<file path="config.mk">
export PLATFORM = sky130hd
export DESIGN_NAME = muldiv_stall_controller_flat
export DESIGN_NICKNAME = d
export VERILOG_FILES = /design/src/rtl/muldiv_stall_controller_pkg.sv /design/src/rtl/muldiv_stall_controller_if.sv /design/src/rtl/muldiv_stall_controller_sat_counter.sv /design/src/rtl/muldiv_stall_controller.sv /design/src/flat_wrapper.sv
export SDC_FILE = /design/constraint.sdc
export NUM_CORES = 1
export LEC_CHECK = 0
export ABC_AREA = 1
export CORE_ASPECT_RATIO = 0.5
export CORE_MARGIN = 10
export CORE_UTILIZATION = 25
export DETAILED_ROUTE_END_ITERATION = 16
export PLACE_DENSITY = 0.54
export SETUP_SLACK_MARGIN = 0.4
export SYNTH_ARGS = -nofsm -noshare
export SYNTH_HDL_FRONTEND = slang
export SYNTH_SLANG_ARGS = --single-unit
</file>
<file path="constraint.sdc">
create_clock -name clk -period 2.1 [get_ports clk]
set_clock_uncertainty 0.2 [all_clocks]
set_input_delay 0.315 -clock clk [delete_from_list [all_inputs] [get_ports clk]]
set_output_delay 0.315 -clock clk [all_outputs]
set_load 0.03 [all_outputs]
</file>
<file path="src/rtl/muldiv_stall_controller_pkg.sv">
// Shared definitions for the multiply/divide stall controller.
//
// Contents:
//    md_state_t         controller state encoding (IDLE, BUSY, DONE)
//    MD_LAT_DEFAULT     default multiply/divide unit latency in cycles
//    MD_CNT_W_DEFAULT   default width of the stall-cycle performance counter
//    md_cnt_width()     width of the latency down-counter for a given latency
package muldiv_stall_controller_pkg;

   typedef enum logic [1:0] {
      IDLE = 2'd0,
      BUSY = 2'd1,
      DONE = 2'd2
   } md_state_t;

   localparam int MD_LAT_DEFAULT   = 4;
   localparam int MD_CNT_W_DEFAULT = 32;

   // The down-counter has to hold LAT-1 at load time; sizing it for LAT
   // keeps a little headroom and matches $clog2(LAT+1).
   function automatic int md_cnt_width(input int lat);
      return $clog2(lat + 1);
   endfunction

endpackage

</file>
<file path="src/rtl/muldiv_stall_controller_if.sv">
// Signal bundle between the Execute-stage pipeline/hazard logic and the
// multiply/divide stall controller.
//
// Signals:
//    MdValidE        instruction in E is MUL/DIV           (pipeline -> ctrl)
//    StallFIn        hazard-unit StallF                    (pipeline -> ctrl)
//    StallDIn        hazard-unit StallD                    (pipeline -> ctrl)
//    FlushEIn        hazard-unit FlushE                    (pipeline -> ctrl)
//    MdStart         start pulse to the iterative unit     (ctrl -> pipeline)
//    MdResultValid   unit result valid in E                (ctrl -> pipeline)
//    StallF/StallD   merged fetch/decode stalls            (ctrl -> pipeline)
//    StallE          hold E pipeline register              (ctrl -> pipeline)
//    FlushE          merged E flush                        (ctrl -> pipeline)
//    FlushM          bubble into M                         (ctrl -> pipeline)
//    MdBusy          controller not idle                   (ctrl -> pipeline)
//    StallCount      saturating stall-cycle counter        (ctrl -> pipeline)
//
// Modports: master = pipeline/hazard side, slave = controller.
interface muldiv_stall_controller_if
   import muldiv_stall_controller_pkg::*;
#(
   parameter int CNT_W = MD_CNT_W_DEFAULT
);

   logic             MdValidE;
   logic             StallFIn;
   logic             StallDIn;
   logic             FlushEIn;
   logic             MdStart;
   logic             MdResultValid;
   logic             StallF;
   logic             StallD;
   logic             StallE;
   logic             FlushE;
   logic             FlushM;
   logic             MdBusy;
   logic [CNT_W-1:0] StallCount;

   modport master (
      output MdValidE, StallFIn, StallDIn, FlushEIn,
      input  MdStart, MdResultValid, StallF, StallD, StallE,
             FlushE, FlushM, MdBusy, StallCount
   );

   modport slave (
      input  MdValidE, StallFIn, StallDIn, FlushEIn,
      output MdStart, MdResultValid, StallF, StallD, StallE,
             FlushE, FlushM, MdBusy, StallCount
   );

endinterface

</file>
<file path="src/rtl/muldiv_stall_controller_sat_counter.sv">
// Saturating up-counter with enable and synchronous clear.
//
// Ports:
//    clk     clock
//    clear   synchronous clear (highest priority)
//    en      count enable
//    count   current value; sticks at all-ones instead of wrapping
module sat_counter #(
   parameter int W = 32
) (
   input  logic         clk,
   input  logic         clear,
   input  logic         en,
   output logic [W-1:0] count
);

   // Count up while enabled, holding at the maximum value once reached.
   always_ff @(posedge clk) begin
      if (clear) begin
         count <= '0;
      end else if (en && (count != '1)) begin
         count <= count + W'(1);
      end
   end

endmodule

</file>
<file path="src/rtl/muldiv_stall_controller.sv">
// Stall controller for a fixed-latency iterative multiply/divide unit in
// the Execute stage of a 5-stage RISC-V pipeline. While the unit works the
// MUL/DIV is held in E (F/D/E stalled, bubbles into M); the controller's
// requests are merged with the hazard-unit stall/flush signals.
//
// Parameters:
//    LAT     cycles from MdStart to result valid (2..16)
//    CNT_W   width of the stall-cycle performance counter
//
// Ports:
//    clk     pipeline clock
//    rst     synchronous active-high reset
//    bus     controller side of muldiv_stall_controller_if
module muldiv_stall_controller
   import muldiv_stall_controller_pkg::*;
#(
   parameter int LAT   = MD_LAT_DEFAULT,
   parameter int CNT_W = MD_CNT_W_DEFAULT
) (
   input  logic                           clk,
   input  logic                           rst,
   muldiv_stall_controller_if.slave       bus
);

   localparam int CW = md_cnt_width(LAT);

   md_state_t     state;
   md_state_t     state_next;
   logic [CW-1:0] cnt;
   logic [CW-1:0] cnt_next;
   logic          md_hold;
   logic          md_start;
   logic          md_result_valid;

   // State and latency-counter registers.
   always_ff @(posedge clk) begin
      if (rst) begin
         state <= IDLE;
         cnt   <= '0;
      end else begin
         state <= state_next;
         cnt   <= cnt_next;
      end
   end

   // Next-state logic. The counter is loaded with LAT-1 at start and the
   // move to DONE happens when it reads 1, so DONE lands exactly LAT
   // cycles after the start cycle. MdValidE is only looked at in IDLE:
   // E is frozen during BUSY, and DONE must not restart the same
   // instruction that is still sitting in E.
   always_comb begin
      state_next      = state;
      cnt_next        = cnt;
      md_hold         = 1'b0;
      md_start        = 1'b0;
      md_result_valid = 1'b0;

      unique case (state)
         IDLE: begin
            if (bus.MdValidE) begin
               md_hold    = 1'b1;
               md_start   = 1'b1;
               cnt_next   = CW'(LAT - 1);
               state_next = BUSY;
            end
         end
         BUSY: begin
            md_hold  = 1'b1;
            cnt_next = cnt - CW'(1);
            if (cnt == CW'(1)) begin
               state_next = DONE;
            end
         end
         DONE: begin
            md_result_valid = 1'b1;
            cnt_next        = '0;
            state_next      = IDLE;
         end
         default: begin
            cnt_next   = '0;
            state_next = IDLE;
         end
      endcase
   end

   // Merge with the hazard unit. The held MUL/DIV must never be flushed,
   // so the incoming flush is masked while holding; a load-use stall that
   // overlaps the hold simply ORs in.
   always_comb begin
      bus.MdStart       = md_start;
      bus.MdResultValid = md_result_valid;
      bus.StallF        = bus.StallFIn | md_hold;
      bus.StallD        = bus.StallDIn | md_hold;
      bus.StallE        = md_hold;
      bus.FlushM        = md_hold;
      bus.FlushE        = bus.FlushEIn & ~md_hold;
      bus.MdBusy        = (state != IDLE);
   end

   sat_counter #(
      .W (CNT_W)
   ) u_stall_count (
      .clk   (clk),
      .clear (rst),
      .en    (md_hold),
      .count (bus.StallCount)
   );

endmodule

</file>
<file path="src/flat_wrapper.sv">
// flat-port wrapper written by rule: the top's interface ports become plain ports
module muldiv_stall_controller_flat import muldiv_stall_controller_pkg::*;
#(
   parameter int LAT   = MD_LAT_DEFAULT,
   parameter int CNT_W = MD_CNT_W_DEFAULT
)
  (clk, rst, bus_MdValidE, bus_StallFIn, bus_StallDIn, bus_FlushEIn, bus_MdStart, bus_MdResultValid, bus_StallF, bus_StallD, bus_StallE, bus_FlushE, bus_FlushM, bus_MdBusy, bus_StallCount);
  muldiv_stall_controller_if #(.CNT_W(CNT_W)) bus_i ();
  input  logic clk;
  input  logic rst;
  input wire logic [$bits(bus_i.MdValidE)-1:0] bus_MdValidE;
  input wire logic [$bits(bus_i.StallFIn)-1:0] bus_StallFIn;
  input wire logic [$bits(bus_i.StallDIn)-1:0] bus_StallDIn;
  input wire logic [$bits(bus_i.FlushEIn)-1:0] bus_FlushEIn;
  output wire logic [$bits(bus_i.MdStart)-1:0] bus_MdStart;
  output wire logic [$bits(bus_i.MdResultValid)-1:0] bus_MdResultValid;
  output wire logic [$bits(bus_i.StallF)-1:0] bus_StallF;
  output wire logic [$bits(bus_i.StallD)-1:0] bus_StallD;
  output wire logic [$bits(bus_i.StallE)-1:0] bus_StallE;
  output wire logic [$bits(bus_i.FlushE)-1:0] bus_FlushE;
  output wire logic [$bits(bus_i.FlushM)-1:0] bus_FlushM;
  output wire logic [$bits(bus_i.MdBusy)-1:0] bus_MdBusy;
  output wire logic [$bits(bus_i.StallCount)-1:0] bus_StallCount;
  assign bus_i.MdValidE = bus_MdValidE;
  assign bus_i.StallFIn = bus_StallFIn;
  assign bus_i.StallDIn = bus_StallDIn;
  assign bus_i.FlushEIn = bus_FlushEIn;
  assign bus_MdStart = bus_i.MdStart;
  assign bus_MdResultValid = bus_i.MdResultValid;
  assign bus_StallF = bus_i.StallF;
  assign bus_StallD = bus_i.StallD;
  assign bus_StallE = bus_i.StallE;
  assign bus_FlushE = bus_i.FlushE;
  assign bus_FlushM = bus_i.FlushM;
  assign bus_MdBusy = bus_i.MdBusy;
  assign bus_StallCount = bus_i.StallCount;
  muldiv_stall_controller #(.LAT(LAT), .CNT_W(CNT_W)) u_core (.clk(clk), .rst(rst), .bus(bus_i));
endmodule
</file>
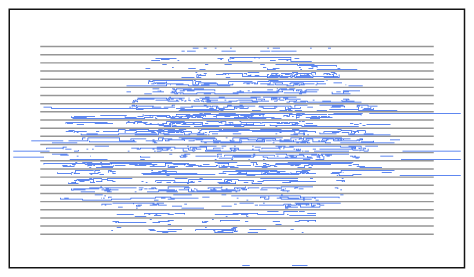
Run 1: metal 1
Scale: 3 px per µm. Supply wires on this layer in gray.
share of all routed wire: 49%
wire length on this layer: 3,790 µm

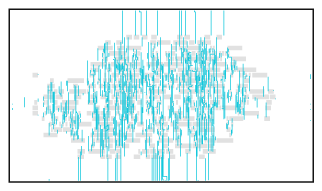
Run 1: signal wires on met2
Scale: 2 px per µm. Cells faint in the background.
main direction: vertical
nets with wire on the layer: 383
longest straight run: 32.3 µm

==> impl_metrics.csv, run 1 <==
group,metric,value,unit
drt,top_signal_layer_used,"met4",
cts,postCtsHoldBufs,0,
sta,final.hold.worst_slack,0.269,ns
setup_path,endpoint_kind,"register",
floorplanning,die_height,85.6,µm
sta,final_clock_period_utilization_by_the_worst_path,89.0,%
grt,grtUsageTotal,12.0,%
setup_path,cp-start-kind,"register",
drt,wl_met1,3.79,mm
drt,wirelength,7.78,mm
setup_path,timing.rr.start,"u_core.u_stall_count.count[0]$_SDFFE_PP0P_",
cts,cts_sinks,37,
finish,postLayoutCellArea,3840,µm²
floorplanning,pin_count,46,
drt,routed_via_density,4.56,
floorplanning,die_area,13000,µm²
grt,antenna_found_initial,0,
drt,count_of_antenna_violating_nets_left_after_detailed_routing,0,
synthesis,postSynthAreaPerCell,6.00,µm²
synthesis,synth_stat.cells,359,
grt,largest_net_degree_at_the_start_of_global_routing,31,
sta,timing_hold_violations_final,0,
synthesis,yosys.area_share.adder,1.74,%
floorplanning,floorplan.core_area,8200,µm²
floorplanning,rows,23,
synthesis,simple_gate_area_share,47.1,%
job,openroad.warnings,30,
cts,cts_tree,"done",
setup_path,cp-endpoint,"u_core.u_stall_count.count[9]$_SDFFE_PP0P_",
synthesis,ys_warn_count,0,
cts,clock_tree.root_cell,"clkbuf_16",
synthesis,synthesis.instances,359,
setup_path,worst_setup_path_startpoint,"u_core.u_stall_count.count[0]$_SDFFE_PP0P_",
drt,drt_iter0_drc,200,
power,clock_net_power,736,µW
grt,grt_first_pass_wirelength,12.7,mm
drt,drt_drc_violations_left,0,
setup_path,worst-endpoint-arrival,1.84,ns
cts,clock_slew_at_the_register_clock_pins_of_the_worst_setup_and_hold_paths,0.06,ns
synthesis,synth_area,2150,µm²
synthesis,post-synth-top-area-cell,"dfxtp_1",
sta,period_needed,1.87,ns
job,cap_viol_max_count,0,
drt,wl_met3,408,µm
place,placement.io_buffers,45,
setup_path,r2r_slack,0.23,ns
synthesis,share_of_flip_flops_with_an_asynchronous_set_or_reset_after_synthesis,0,%
power,combinationalPowerShare,14.4,%
synthesis,enable_flop_cells,0,
synthesis,synthTopCellsByCount,"nand2_1 (96), nor2_1 (92), nand3_1 (39)",
grt,vias_in_the_first_global_route,2578,
power,power.sequential.total,718,µW
synthesis,main_combinational_cell_family_by_area_after_synthesis,"simple AND/OR/NAND/NOR gates",
finish,antenna_cells,0,
power,cell_internal_pwr,1.26,mW
finish,post_route_cells_drive_above_1_share,40.1,%
synthesis,synth.yosys.seq_area_share,34.4,%
hold_path,worst_hold_startpoint,"u_core.cnt[1]$_SDFFE_PP0P_",
drt,met2RoutedLength,3.49,mm
synthesis,top_area_share,34.4,%
synthesis,synth-seq-cells,37,
synthesis,mux_share,0,%
finish,area.growth.synth_to_final,78.2,%
synthesis,yosys.cell_count.top_type,"nand2_1",
setup_path,r2r-end,"u_core.u_stall_count.count[9]$_SDFFE_PP0P_",
power,clockPowerShare,43.4,%
power,power_density_normalized_to_cell_area,442,nW/µm²
synthesis,postSynth.topFlopCell,"dfxtp_1",
setup_path,number_of_cells_on_the_worst_reg_to_reg_path,11,
synthesis,syn_nets,368,
synthesis,ys_sh_xor,0.407,%
sta,max_slew_margin,77.8,%
synthesis,yosys_stat_area,2150,µm²
power,top_power_group,"clock",
cts,htree_num_levels,2,
synthesis,ys_top_cells_by_area,"dfxtp_1 (34%), nand2_1 (17%), nor2_1 (16%)",
finish,layout.nets,469,
power,netSwitchingPower,443,µW
place,dp_hpwl,5.18,mm
sta,grt_setup_unrepaired,"yes",
finish,layout.core_utilization,46.8,%
sta,setup_total_negative_slack,0,ns
sta,timing.fmax,0.535,GHz
power,power.combinational.total,244,µW
sta,finalSetupViolCount,0,
drt,drt_pre_antenna_iters,4,
sta,slew_viol_final,0,
sta,max_slew.worst_pin.slew,0.333,ns
floorplanning,initial_utilization,26.3,%
setup_path,critical_path_peak_fanout,6,
cts,clkLatencyLatePin,0.29,ns
power,switching_share,26.1,%
synthesis,synth-compound-area-share,7.38,%
hold_path,min-delay-path-class,"register to register",
place,routability_congestion,0.864,
cts,number_of_cts_inserted_buffers,5,
outcome,outcome,"completed",
power,p_leak,1.65,nW
power,sequentialPowerShare,42.3,%
hold_path,worst_hold_path.num_cells,2,
cts,deepest_clock_path_buffer_count,2,
setup_path,path_class,"register to register",
drt,detail_route.wl_per_cell,13.6,µm
floorplanning,fp.dieW,151,µm
drt,num_vias,2613,
power,ir_drop,0.273,mV
hold_path,min_delay_worst_endpoint,"u_core.cnt[1]$_SDFFE_PP0P_",
place,place_area,2930,µm²
setup_path,worst-endpoint-required,2.07,ns
synthesis,ys_types,23,
grt,grt_remaining_overflow,0,
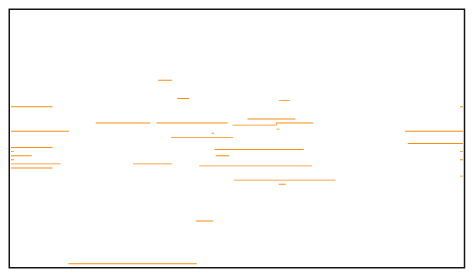
Run 1: signal wires on met3
Scale: 3 px per µm.
nets with wire on the layer: 25
longest straight run: 42.5 µm
share of all routed wire: 5.3%
wire length on this layer: 409 µm
main direction: horizontal

-- run 1: layer usage --
layer  vias up  GRT usage [%]
met5         -              0
met4         0           3.74
met3        10           3.41
met2        41           18.7
met1      1220           15.6
li1       1342              -
-- run 1: repair_timing --
item	4_1_cts	5_1_grt
pin swaps	21	13
cloned	6	0
resized	129	45
endpoints found under the setup margin	72	40
buffers inserted	19	9
-- run 1: area by class of cell --
class | count | area (µm²)
Clock buffer | 6 | 129
Clock inverter | 2 | 10.0
Fill cell | 802 | 4360
Inverter | 32 | 120
Multi-Input combinational cell | 280 | 1630
Sequential cell | 37 | 810
Tap cell | 112 | 140
Timing Repair Buffer | 104 | 1000
-- run 1: cell usage in the layout, fill, tap and decap left out, types with 5 or more instances in the layout --
master and count:
nand2_1 84, nor2_1 71, buf_4 43, dlygate4sd2_1 33, inv_1 31, nand3_1 20
a21oi_2 20, nand3_2 16, dfxtp_2 16, nor2_4 14, dfxtp_4 13, buf_6 12
nor2_2 11, dfxtp_1 8, a21oi_1 7, nand2_2 7, clkbuf_16 5
-- run 1: critical path, cell delays in order (launching register included) --
cell and delay, ns:
dfxtp_4 0.36, ha_4 0.14, nand2_4 0.05, nor2_4 0.12, nand2_2 0.08, nor2_4 0.12
buf_4 0.13, buf_6 0.10, nand2_8 0.08, buf_8 0.15, a21oi_1 0.16, nor2_1 0.06
-- run 1: through the flow --
step	total power [mW]	instances	setup WS, ns
5_1_grt	1.77	573	0.132
6_report	1.70	573	0.231
4_1_cts	1.70	564	0.241
3_3_place_gp	0.926	531	-0.0644
2_1_floorplan	0.856	359	0.339
3_5_place_dp	0.927	531	-0.0864
-- run 1: sequential cells by signal, summed over array words and instances, names as in the netlist --
register and flops:
u_core.u_stall_count.count 32, u_core.cnt 3, u_core.state 2
==> run 2: changes to the inputs <==
- CELL_PAD_IN_SITES_DETAIL_PLACEMENT: not set -> 1
- CELL_PAD_IN_SITES_GLOBAL_PLACEMENT: not set -> 1
- PLACE_DENSITY: 0.54 -> 0.7
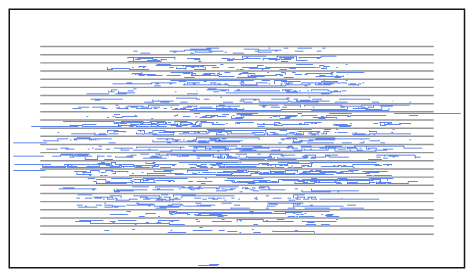
Run 2: metal 1
Scale: 3 px per µm. Supply wires on this layer in gray.
main direction: horizontal
nets with wire on the layer: 432
wire length on this layer: 4,180 µm

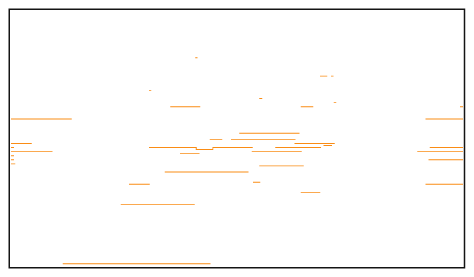
Run 2: signal wires on met3
Scale: 3 px per µm.
share of all routed wire: 4.1%
wire length on this layer: 387 µm
main direction: horizontal

==> impl_metrics.csv, run 2 <==
group,metric,value,unit
outcome,outcome,"completed",
power,power_density_normalized_to_cell_area,448,nW/µm²
sta,final.hold.worst_slack,0.272,ns
grt,largest_net_degree_at_the_start_of_global_routing,31,
sta,setup_total_negative_slack,0,ns
sta,max_slew_margin,76.4,%
synthesis,synth_area,2150,µm²
floorplanning,floorplan.core_area,8200,µm²
setup_path,worst-endpoint-arrival,1.97,ns
cts,number_of_cts_inserted_buffers,5,
power,ir_drop,0.285,mV
setup_path,crit_path_top_delay_cell,"dfxtp_4",
finish,clock_area_share,3.59,%
grt,grtUsageTotal,14.3,%
sta,timing.fmax,0.508,GHz
finish,clockBufferCount,5,
sta,final_clock_period_utilization_by_the_worst_path,93.8,%
finish,layout.core_utilization,46.8,%
grt,grt_remaining_overflow,0,
finish,non_clock_buffering_overhead,25.1,%
synthesis,synth_stat.cells,359,
sta,grt_setup_unrepaired,"yes",
grt,vias_in_the_first_global_route,2827,
floorplanning,number_of_well_taps,112,
synthesis,ys_types,23,
synthesis,synthesis.instances,359,
finish,antenna_cells,0,
synthesis,ys_warn_count,0,
finish,final_layout_top_logic_cell,"nand2_1",
setup_path,worst_path_dominant_cell_family,"simple AND/OR/NAND/NOR gates",
cts,cts_tree,"done",
cts,clock_slew_at_the_register_clock_pins_of_the_worst_setup_and_hold_paths,0.06,ns
floorplanning,die_height,85.6,µm
finish,largest_reg_flops,32,
cts,deepest_clock_path_buffer_count,2,
finish,flop_area,803,µm²
finish,layout.nets,463,
drt,routed_via_density,4.72,
finish,area.growth.synth_to_final,78.3,%
sta,crit_path_setup_slack_layout,0.130,ns
cts,post-cts-setup-buffers,15,
setup_path,path_buffers,2,
finish,logic_area,1670,µm²
finish,layout_top_registers,"u_core.u_stall_count.count x32, u_core.cnt x3, u_core.state x2",
cts,clkLatencyLatePin,0.29,ns
synthesis,enable_flop_cells,0,
finish,multi_input_comb_cells,280,
setup_path,cp-start-kind,"register",
cts,post_cts_resize_count,130,
finish,area_dominant_class,"multi-input combinational cells",
synthesis,postSynth.topFlopCell,"dfxtp_1",
place,routability_congestion,0.863,
synthesis,share_of_flip_flops_with_an_asynchronous_set_or_reset_after_synthesis,0,%
finish,registers.top_by_ff_count,"u_core.u_stall_count.count",
cts,htree_num_levels,2,
place,dp_worst_setup_slack,-0.115,ns
place,placement.io_buffers,45,
place,place_area,2940,µm²
setup_path,endpoint_kind,"register",
finish,postLayoutCellArea,3840,µm²
drt,detail_route.wl_per_cell,16.7,µm
setup_path,worst-endpoint-required,2.10,ns
cts,cts_sinks,37,
finish,numSequentialCells,37,
place,dp_hpwl,5.90,mm
sta,slew_viol_final,0,
hold_path,min-delay-path-class,"register to register",
synthesis,post-synth-top-area-cell,"dfxtp_1",
finish,comb_share,43.6,%
setup_path,critical_path_peak_fanout,4,
power,design_power_total,1.72,mW
setup_path,critPathMaxStageDelay,0.36,ns
synthesis,synth.yosys.seq_area_share,34.4,%
floorplanning,die_area,13000,µm²
setup_path,path_class,"register to register",
floorplanning,fp.dieW,151,µm
sta,period_needed,1.97,ns
finish,num-nonclk-inverters,32,
sta,finalSetupViolCount,0,
synthesis,yosys.cell_count.top_type,"nand2_1",
finish,fillerInstances,1010,
setup_path,critical_path.cell_chain,"ha_4, nand2_4, nor2_4, nand2_2, nor2_4, nand3_4, buf_6, buf_6, nand3_2, nand2_1, nor2_1",
power,p_leak,1.65,nW
grt,grt_first_pass_wirelength,14.8,mm
synthesis,synth-seq-cells,37,
floorplanning,rows,23,
synthesis,syn_nets,368,
job,cap_viol_max_count,0,
finish,mostFrequentLayoutCells,"nand2_1 (81), nor2_1 (71), buf_4 (36), dlygate4sd2_1 (32), inv_1 (27)",
drt,drt_pre_antenna_iters,4,
sta,timing_hold_violations_final,0,
finish,buffers,98,
synthesis,ys_top_cells_by_area,"dfxtp_1 (34%), nand2_1 (17%), nor2_1 (16%)",
job,openroad.warnings,30,
sta,max_slew.worst_pin.slew,0.354,ns
drt,wirelength,9.48,mm
synthesis,yosys_stat_area,2150,µm²
synthesis,top_area_share,34.4,%
## run 2: cell types whose count changed in the layout (fill, tap and decap cells not counted), sizes merged
cell         delta
bufbuf          +1
dlygate4sd2     -1
clkinv          +1
buf             -7
## run 2: final timing paths
kind	startpoint	slack, ns	cells past startpoint	end
setup / recovery	u_core.u_stall_count.count[1]$_SDFFE_PP0P_	0.13	11	u_core.u_stall_count.count[9]$_SDFFE_PP0P_
hold / removal	u_core.cnt[1]$_SDFFE_PP0P_	0.27	2	u_core.cnt[1]$_SDFFE_PP0P_
setup reg to reg	u_core.u_stall_count.count[1]$_SDFFE_PP0P_	0.13	11	u_core.u_stall_count.count[9]$_SDFFE_PP0P_
hold reg to reg	u_core.cnt[1]$_SDFFE_PP0P_	0.27	2	u_core.cnt[1]$_SDFFE_PP0P_
## run 2: cells by family after synthesis
family | synth area share [%]
XOR/XNOR | 0.407
flip-flops | 34.4
buffers and inverters | 8.95
adder cells (fa/ha/maj) | 1.74
AND/OR/NAND/NOR | 47.1
AND-OR/OR-AND | 7.38
## run 2: power breakdown
group / total, mW / leakage [nW] / switching [mW] / internal [mW]
Sequential: 0.722 / 0.317 / 0.0145 / 0.708
Combinational: 0.250 / 1.27 / 0.135 / 0.114
Clock: 0.747 / 0.0687 / 0.317 / 0.430
Total: 1.72 / 1.65 / 0.467 / 1.25
## run 2: routing by layer
| metal | GRT usage [%] | part of all wire, % | vias to the layer above |
|---|---|---|---|
| met1 | 17.3 | 44 | 1287 |
| met5 | 0 | 0 | - |
| met3 | 3.09 | 4.1 | 19 |
| met4 | 5.21 | 2.3 | 0 |
| li1 | - | - | 1329 |
| met2 | 24.5 | 49 | 43 |
## run 2: worst min-delay path, stage by stage, from the launching register on
cell     delay [ns]
dfxtp_1        0.31
nand2_1        0.06
a21oi_1        0.06
Run 2, signal wires on met2:
Scale: 2 px per µm. Cells faint in the background.
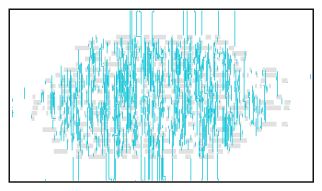

==> run 3: changes to the inputs <==
- SKIP_CTS_REPAIR_TIMING: not set -> 1
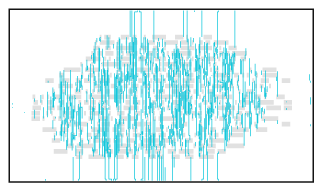
Run 3: signal wires on met2
Scale: 2 px per µm. Cells faint in the background.
longest straight run: 37.4 µm
nets with wire on the layer: 403
main direction: vertical
share of all routed wire: 49%

==> impl_metrics.csv, run 3 <==
group,metric,value,unit
grt,grt_remaining_overflow,0,
job,openroad.warnings,29,
synthesis,yosys.area_share.adder,1.74,%
finish,comb_share,43.5,%
grt,busiest_layer,"met2",
setup_path,worst-endpoint-required,2.13,ns
sta,crit_path_setup_slack_layout,0.196,ns
setup_path,critPathMaxStageDelay,0.38,ns
finish,layout.nets,455,
synthesis,enable_flop_cells,0,
setup_path,worst-endpoint-arrival,1.93,ns
finish,multi_input_comb_cells,280,
synthesis,top_area_share,34.4,%
finish,antenna_cells,0,
drt,drt_pre_antenna_iters,4,
synthesis,main_combinational_cell_family_by_area_after_synthesis,"simple AND/OR/NAND/NOR gates",
setup_path,critical_path_peak_fanout,5,
synthesis,synth-seq-cells,37,
synthesis,post-synth-top-area-cell,"dfxtp_1",
synthesis,share_of_flip_flops_with_an_asynchronous_set_or_reset_after_synthesis,0,%
power,ir_drop,0.274,mV
drt,wirelength,9.38,mm
synthesis,ys_warn_count,0,
synthesis,synth.yosys.seq_area_share,34.4,%
floorplanning,rows,23,
finish,final_layout_top_logic_cell,"nand2_1",
finish,logic_area,1680,µm²
outcome,outcome,"completed",
setup_path,path_class,"register to register",
cts,clkLatencyLatePin,0.29,ns
floorplanning,fp.dieW,151,µm
finish,clock_area_share,3.56,%
setup_path,timing.rr.start,"u_core.u_stall_count.count[0]$_SDFFE_PP0P_",
sta,period_needed,1.90,ns
finish,area_dominant_class,"multi-input combinational cells",
grt,met3_usage,3.46,%
sta,grt_setup_unrepaired,"yes",
hold_path,worst_hold_startpoint,"u_core.cnt[1]$_SDFFE_PP0P_",
synthesis,ys_types,23,
setup_path,critical_path.cell_chain,"ha_4, nand2_4, nor2_4, nand2_2, nor2_4, nand2_4, buf_8, buf_6, nand3_1, nand2_1, nor2_1",
synthesis,synth-compound-area-share,7.38,%
synthesis,synthesis.instances,359,
cts,number_of_cts_inserted_buffers,5,
finish,area.growth.synth_to_final,79.5,%
grt,grtUsageTotal,11.9,%
power,power_density_normalized_to_cell_area,443,nW/µm²
grt,grt_util_met2,18.9,%
job,cap_viol_max_count,0,
hold_path,min-delay-path-class,"register to register",
sta,max_slew_margin,76.3,%
power,p_leak,2.05,nW
grt,groute.layer.met1.usage,15.2,%
place,placement.io_buffers,45,
finish,mostFrequentLayoutCells,"nand2_1 (84), nor2_1 (70), dlymetal6s2s_1 (34), buf_4 (32), inv_1 (31)",
finish,flop_area,792,µm²
cts,cts_sinks,37,
finish,buffers,90,
sta,timing_hold_violations_final,0,
floorplanning,die_area,13000,µm²
synthesis,mux_share,0,%
floorplanning,floorplan.core_area,8200,µm²
setup_path,crit_path_top_delay_cell,"dfxtp_4",
cts,deepest_clock_path_buffer_count,2,
synthesis,yosys_stat_area,2150,µm²
sta,timing.fmax,0.525,GHz
finish,numSequentialCells,37,
sta,final_clock_period_utilization_by_the_worst_path,90.6,%
grt,vias_in_the_first_global_route,2474,
place,dp_hpwl,5.90,mm
setup_path,endpoint_kind,"register",
finish,registers.top_by_ff_count,"u_core.u_stall_count.count",
synthesis,postSynth.topFlopCell,"dfxtp_1",
finish,non_clock_buffering_overhead,25.7,%
grt,largest_net_degree_at_the_start_of_global_routing,31,
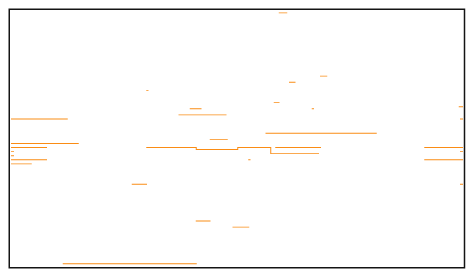
Run 3: signal wires on met3
Scale: 3 px per µm.
share of all routed wire: 3.3%
longest straight run: 44.4 µm
main direction: horizontal
nets with wire on the layer: 22

-- run 3: cell counts after synthesis --
No cell type changed its count.
-- run 3: metal layers --
layer | wire, µm | part of all wire [%]
met5 | 0 | 0
met2 | 4600 | 49
met4 | 163 | 1.7
met1 | 4310 | 46
met3 | 306 | 3.3
-- run 3: power breakdown --
part           total [mW]  switching [mW]  leakage [nW]  internal, mW
sequential          0.729          0.0164         0.316         0.713
clock               0.747           0.317        0.0687         0.430
combinational       0.235           0.129          1.66         0.105
total                1.71           0.463          2.05          1.25
-- run 3: final timing paths --
| check | end | slack, ns | depth (start not counted) |
|---|---|---|---|
| max | u_core.u_stall_count.count[3]$_SDFFE_PP0P_ | 0.20 | 11 |
| min | u_core.cnt[1]$_SDFFE_PP0P_ | 0.28 | 2 |
| max reg2reg | u_core.u_stall_count.count[3]$_SDFFE_PP0P_ | 0.20 | 11 |
| min reg2reg | u_core.cnt[1]$_SDFFE_PP0P_ | 0.28 | 2 |
-- run 3: per-stage QoR --
step | hold slack (ns) | setup TNS (ns) | cells | instance area, µm² | util [%]
6_report | 0.278 | 0 | 559 | 3860 | 47.1
5_1_grt | 0.306 | 0 | 559 | 3860 | 47.1
4_1_cts | 0.281 | -0.0288 | 540 | 3080 | 37.5
3_5_place_dp | 0.272 | -0.949 | 532 | 2940 | 35.9
3_3_place_gp | 0.258 | -0.638 | 532 | 2940 | 35.9
2_1_floorplan | 0.174 | 0 | 359 | 2250 | -
-- run 3: worst max-delay path, delay by kind of cell, from the launching register on --
kind	cells	cell delay, ns
AND/OR/NAND/NOR	8	0.80
flip-flops	1	0.38
buffers and inverters	2	0.31
adder cells (fa/ha/maj)	1	0.16
Power figures rest on the tool's default switching activity, not on a simulated workload.
